==> config.mk <==
export PLATFORM = sky130hd
export DESIGN_NAME = io_port_bank
export DESIGN_NICKNAME = d
export VERILOG_FILES = /design/src/rtl/io_port_bank_pkg.sv /design/src/rtl/io_sync_edge.sv /design/src/rtl/io_port_bank.sv
export SDC_FILE = /design/constraint.sdc
export NUM_CORES = 1
export LEC_CHECK = 0
export CAP_MARGIN = 20
export CORE_MARGIN = 2
export CORE_UTILIZATION = 27
export CTS_CLUSTER_DIAMETER = 80
export DETAILED_ROUTE_END_ITERATION = 8
export MAX_ROUTING_LAYER = met4
export PLACE_DENSITY = 0.51
export SLEW_MARGIN = 20
export SYNTH_ARGS = -nofsm -noshare
export SYNTH_HDL_FRONTEND = slang
export SYNTH_SLANG_ARGS = --single-unit
==> constraint.sdc <==
create_clock -name clk -period 3.2 [get_ports clk]
set_clock_uncertainty 0.05 [all_clocks]
set_input_delay 0.64 -clock clk [delete_from_list [all_inputs] [get_ports clk]]
set_output_delay 0.64 -clock clk [all_outputs]
set_load 0.02 [all_outputs]
==> src/rtl/io_port_bank_pkg.sv <==
// Shared constants for the io_port_bank register window.
package io_port_bank_pkg;

    localparam int WINDOW_SIZE = 16;

    localparam logic [3:0] OFS_OUT    = 4'h0;
    localparam logic [3:0] OFS_IN     = 4'h4;
    localparam logic [3:0] OFS_PEND   = 4'h8;
    localparam logic [3:0] OFS_MASK   = 4'h9;
    localparam logic [3:0] OFS_NMISEL = 4'hA;
    localparam logic [3:0] OFS_STATUS = 4'hB;
    localparam logic [3:0] OFS_SWSET  = 4'hC;

endpackage

==> src/rtl/io_sync_edge.sv <==
// Two-flop synchroniser with a rising-edge pulse taken from the synchronised value.
module io_sync_edge #(
    parameter int W = 8
) (
    input  logic         clk,
    input  logic         reset,
    input  logic [W-1:0] d,
    output logic [W-1:0] q,
    output logic [W-1:0] rise
);

    logic [W-1:0] meta_q;
    logic [W-1:0] sync_q;
    logic [W-1:0] prev_q;

    // Metastability chain plus one bit of history for edge detection.
    always_ff @(posedge clk or negedge reset) begin
        if (!reset) begin
            meta_q <= '0;
            sync_q <= '0;
            prev_q <= '0;
        end else begin
            meta_q <= d;
            sync_q <= meta_q;
            prev_q <= sync_q;
        end
    end

    assign q    = sync_q;
    assign rise = sync_q & ~prev_q;

endmodule

==> src/rtl/io_port_bank.sv <==
// Memory-mapped output/input ports and edge-triggered interrupt controller for the cpu6502 bus.
module io_port_bank #(
    parameter int                  ADDR_W    = 16,
    parameter int                  DATA_W    = 8,
    parameter int                  NUM_PORTS = 4,
    parameter logic [ADDR_W-1:0]   BASE_ADDR = 16'hbff0,
    parameter logic [DATA_W-1:0]   OUT_RESET = '0
) (
    input  logic                          clk,
    input  logic                          reset,
    input  logic [ADDR_W-1:0]             address,
    input  logic [DATA_W-1:0]             data_i,
    input  logic                          write,
    input  logic                          ready,
    output logic [DATA_W-1:0]             data_o,
    output logic                          cs,
    output logic [NUM_PORTS*DATA_W-1:0]   port_out,
    input  logic [NUM_PORTS*DATA_W-1:0]   port_in,
    input  logic [DATA_W-1:0]             irq_src,
    output logic                          irq,
    output logic                          nmi
);

    import io_port_bank_pkg::*;

    localparam int OFS_W = $clog2(WINDOW_SIZE);

    logic [OFS_W-1:0]              off;
    logic                          we;
    logic [DATA_W-1:0]             out_q [NUM_PORTS];
    logic [DATA_W-1:0]             pend_q, mask_q, nmisel_q;
    logic [DATA_W-1:0]             pend_d, mask_d, nmisel_d;
    logic                          irq_q, nmi_q;
    logic [NUM_PORTS*DATA_W-1:0]   in_sync;
    logic [NUM_PORTS*DATA_W-1:0]   in_rise_unused;
    logic [DATA_W-1:0]             src_sync_unused;
    logic [DATA_W-1:0]             src_rise;

    assign off = address[OFS_W-1:0];
    assign cs  = (address[ADDR_W-1:OFS_W] == BASE_ADDR[ADDR_W-1:OFS_W]);
    assign we  = cs & write & ready;

    io_sync_edge #(.W(DATA_W)) u_src_sync (
        .clk  (clk),
        .reset(reset),
        .d    (irq_src),
        .q    (src_sync_unused),
        .rise (src_rise)
    );

    io_sync_edge #(.W(NUM_PORTS*DATA_W)) u_in_sync (
        .clk  (clk),
        .reset(reset),
        .d    (port_in),
        .q    (in_sync),
        .rise (in_rise_unused)
    );

    for (genvar p = 0; p < NUM_PORTS; p++) begin : g_port
        localparam logic [OFS_W-1:0] PORT_OFS = OFS_OUT + OFS_W'(p);

        // Output port register, written through its own offset.
        always_ff @(posedge clk or negedge reset) begin
            if (!reset) begin
                out_q[p] <= OUT_RESET;
            end else if (we && off == PORT_OFS) begin
                out_q[p] <= data_i;
            end
        end

        assign port_out[p*DATA_W +: DATA_W] = out_q[p];
    end

    // Next-state of the interrupt registers; a hardware edge is ORed last so it beats W1C.
    always_comb begin
        pend_d   = pend_q;
        mask_d   = mask_q;
        nmisel_d = nmisel_q;
        if (we) begin
            case (off)
                OFS_PEND:   pend_d   = pend_q & ~data_i;
                OFS_MASK:   mask_d   = data_i;
                OFS_NMISEL: nmisel_d = data_i;
                OFS_SWSET:  pend_d   = pend_q | data_i;
                default:    ;
            endcase
        end
        pend_d = pend_d | src_rise;
    end

    // Interrupt state; irq/nmi are registered from next-state so they track writes in one edge.
    always_ff @(posedge clk or negedge reset) begin
        if (!reset) begin
            pend_q   <= '0;
            mask_q   <= '0;
            nmisel_q <= '0;
            irq_q    <= 1'b0;
            nmi_q    <= 1'b0;
        end else begin
            pend_q   <= pend_d;
            mask_q   <= mask_d;
            nmisel_q <= nmisel_d;
            irq_q    <= |(pend_d & mask_d & ~nmisel_d);
            nmi_q    <= |(pend_d & mask_d & nmisel_d);
        end
    end

    assign irq = irq_q;
    assign nmi = nmi_q;

    // Side-effect-free read mux; unimplemented ports and reserved offsets read zero.
    always_comb begin
        data_o = '0;
        for (int p = 0; p < NUM_PORTS; p++) begin
            if (off == OFS_OUT + OFS_W'(p)) data_o = out_q[p];
            if (off == OFS_IN + OFS_W'(p))  data_o = in_sync[p*DATA_W +: DATA_W];
        end
        case (off)
            OFS_PEND:   data_o = pend_q;
            OFS_MASK:   data_o = mask_q;
            OFS_NMISEL: data_o = nmisel_q;
            OFS_STATUS: data_o = {{(DATA_W-2){1'b0}}, nmi_q, irq_q};
            default:    ;
        endcase
    end

endmodule

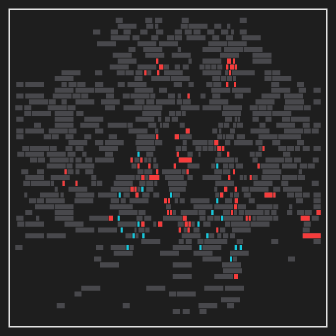
logic_types.png
family	colour	cells	most used
NAND gates	red	69	nand2_1
inverters	cyan	20	inv_1
combinational share of cell area: 0.226
most numerous logic cell after layout: dfrtp_1
fin cells: 859

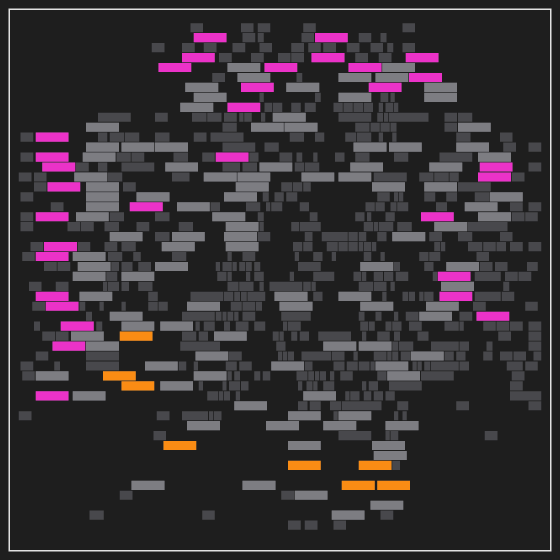
flops_by_reg.png
Other sequential cells in the stronger grey, the rest of the logic in the fainter grey.
netlist name	colour	flops
u_in_sync.meta_q	magenta	32
u_src_sync.q	orange	8

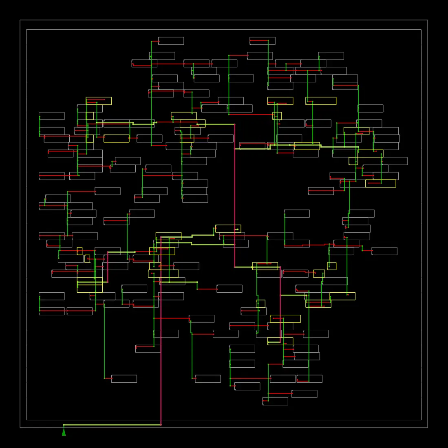
clocks.png
flip-flops: 146
Power Clock: 2.14 mW
clk sinks: 146
# clk buffers: 18

==> results.tsv <==
stage	metric	value	unit
cts	H-tree depth	4	
status	status	finished, final reports clean	
synthesis	Basic Gates by Area	0.0986	
power_and_ir_drop	Power Dens Cells	545	nW/µm²
synthesis	aoi share	0.0901	
setup_path	crit-path cells	clkdlybuf4s50_1 > buf_12 > buf_4 > mux2i_2 > o22ai_1 > a221oi_1 > nand2_1 > buf_2	
route	antenna-violating nets left	0	
route	Routed met2 length	7360	µm
sta	final worst slack	0.128	ns
setup_path	slowest stage delay, CP	0.51	ns
route	DRC	0	
place	PortBufs	110	
synthesis	Synth area leader	dfrtp_1	
final_layout	post-layout net count	644	
route	DR pass1 iterations	5	
die	row count	52	
place	pre-CTS setup slack	-0.290	ns
global_route	met1 usage	0.200	
sta	Slew Viols, Final	0	
power_and_ir_drop	Psw	970	µW
route	vias per cell	4.70	
power_and_ir_drop	Sw Share	0.223	
final_layout	fraction of area in registers	0.458	
setup_path	critical path arrival	2.38	ns
final_layout	ClkCell Share	0.0804	
route	DR top layer	met4	
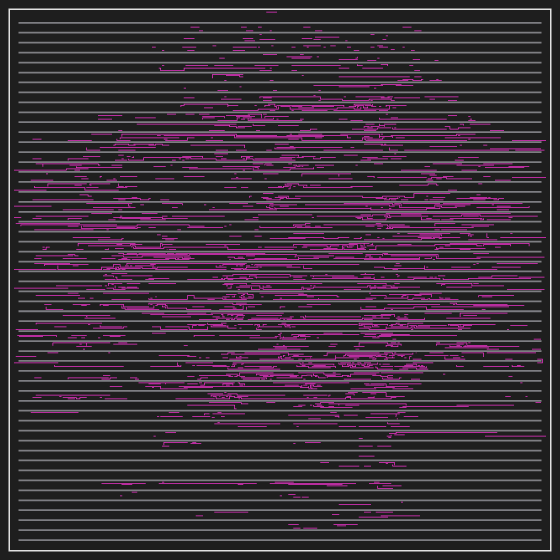
layer_met1.png
Supply wires on this layer in grey.
nets with wire on the layer	571
share of all routed wire	45%
wire length on this layer	7,020 µm
main direction	horizontal

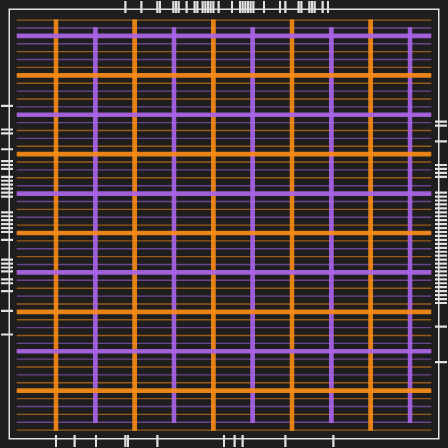
power_grid.png
Pins as bars on the die edge.
net	colour
VSS	orange
VDD	purple
rows	52
met4 straps	10
met1 rails	53
signal pins	111

Power and IR drop assume default switching activity.
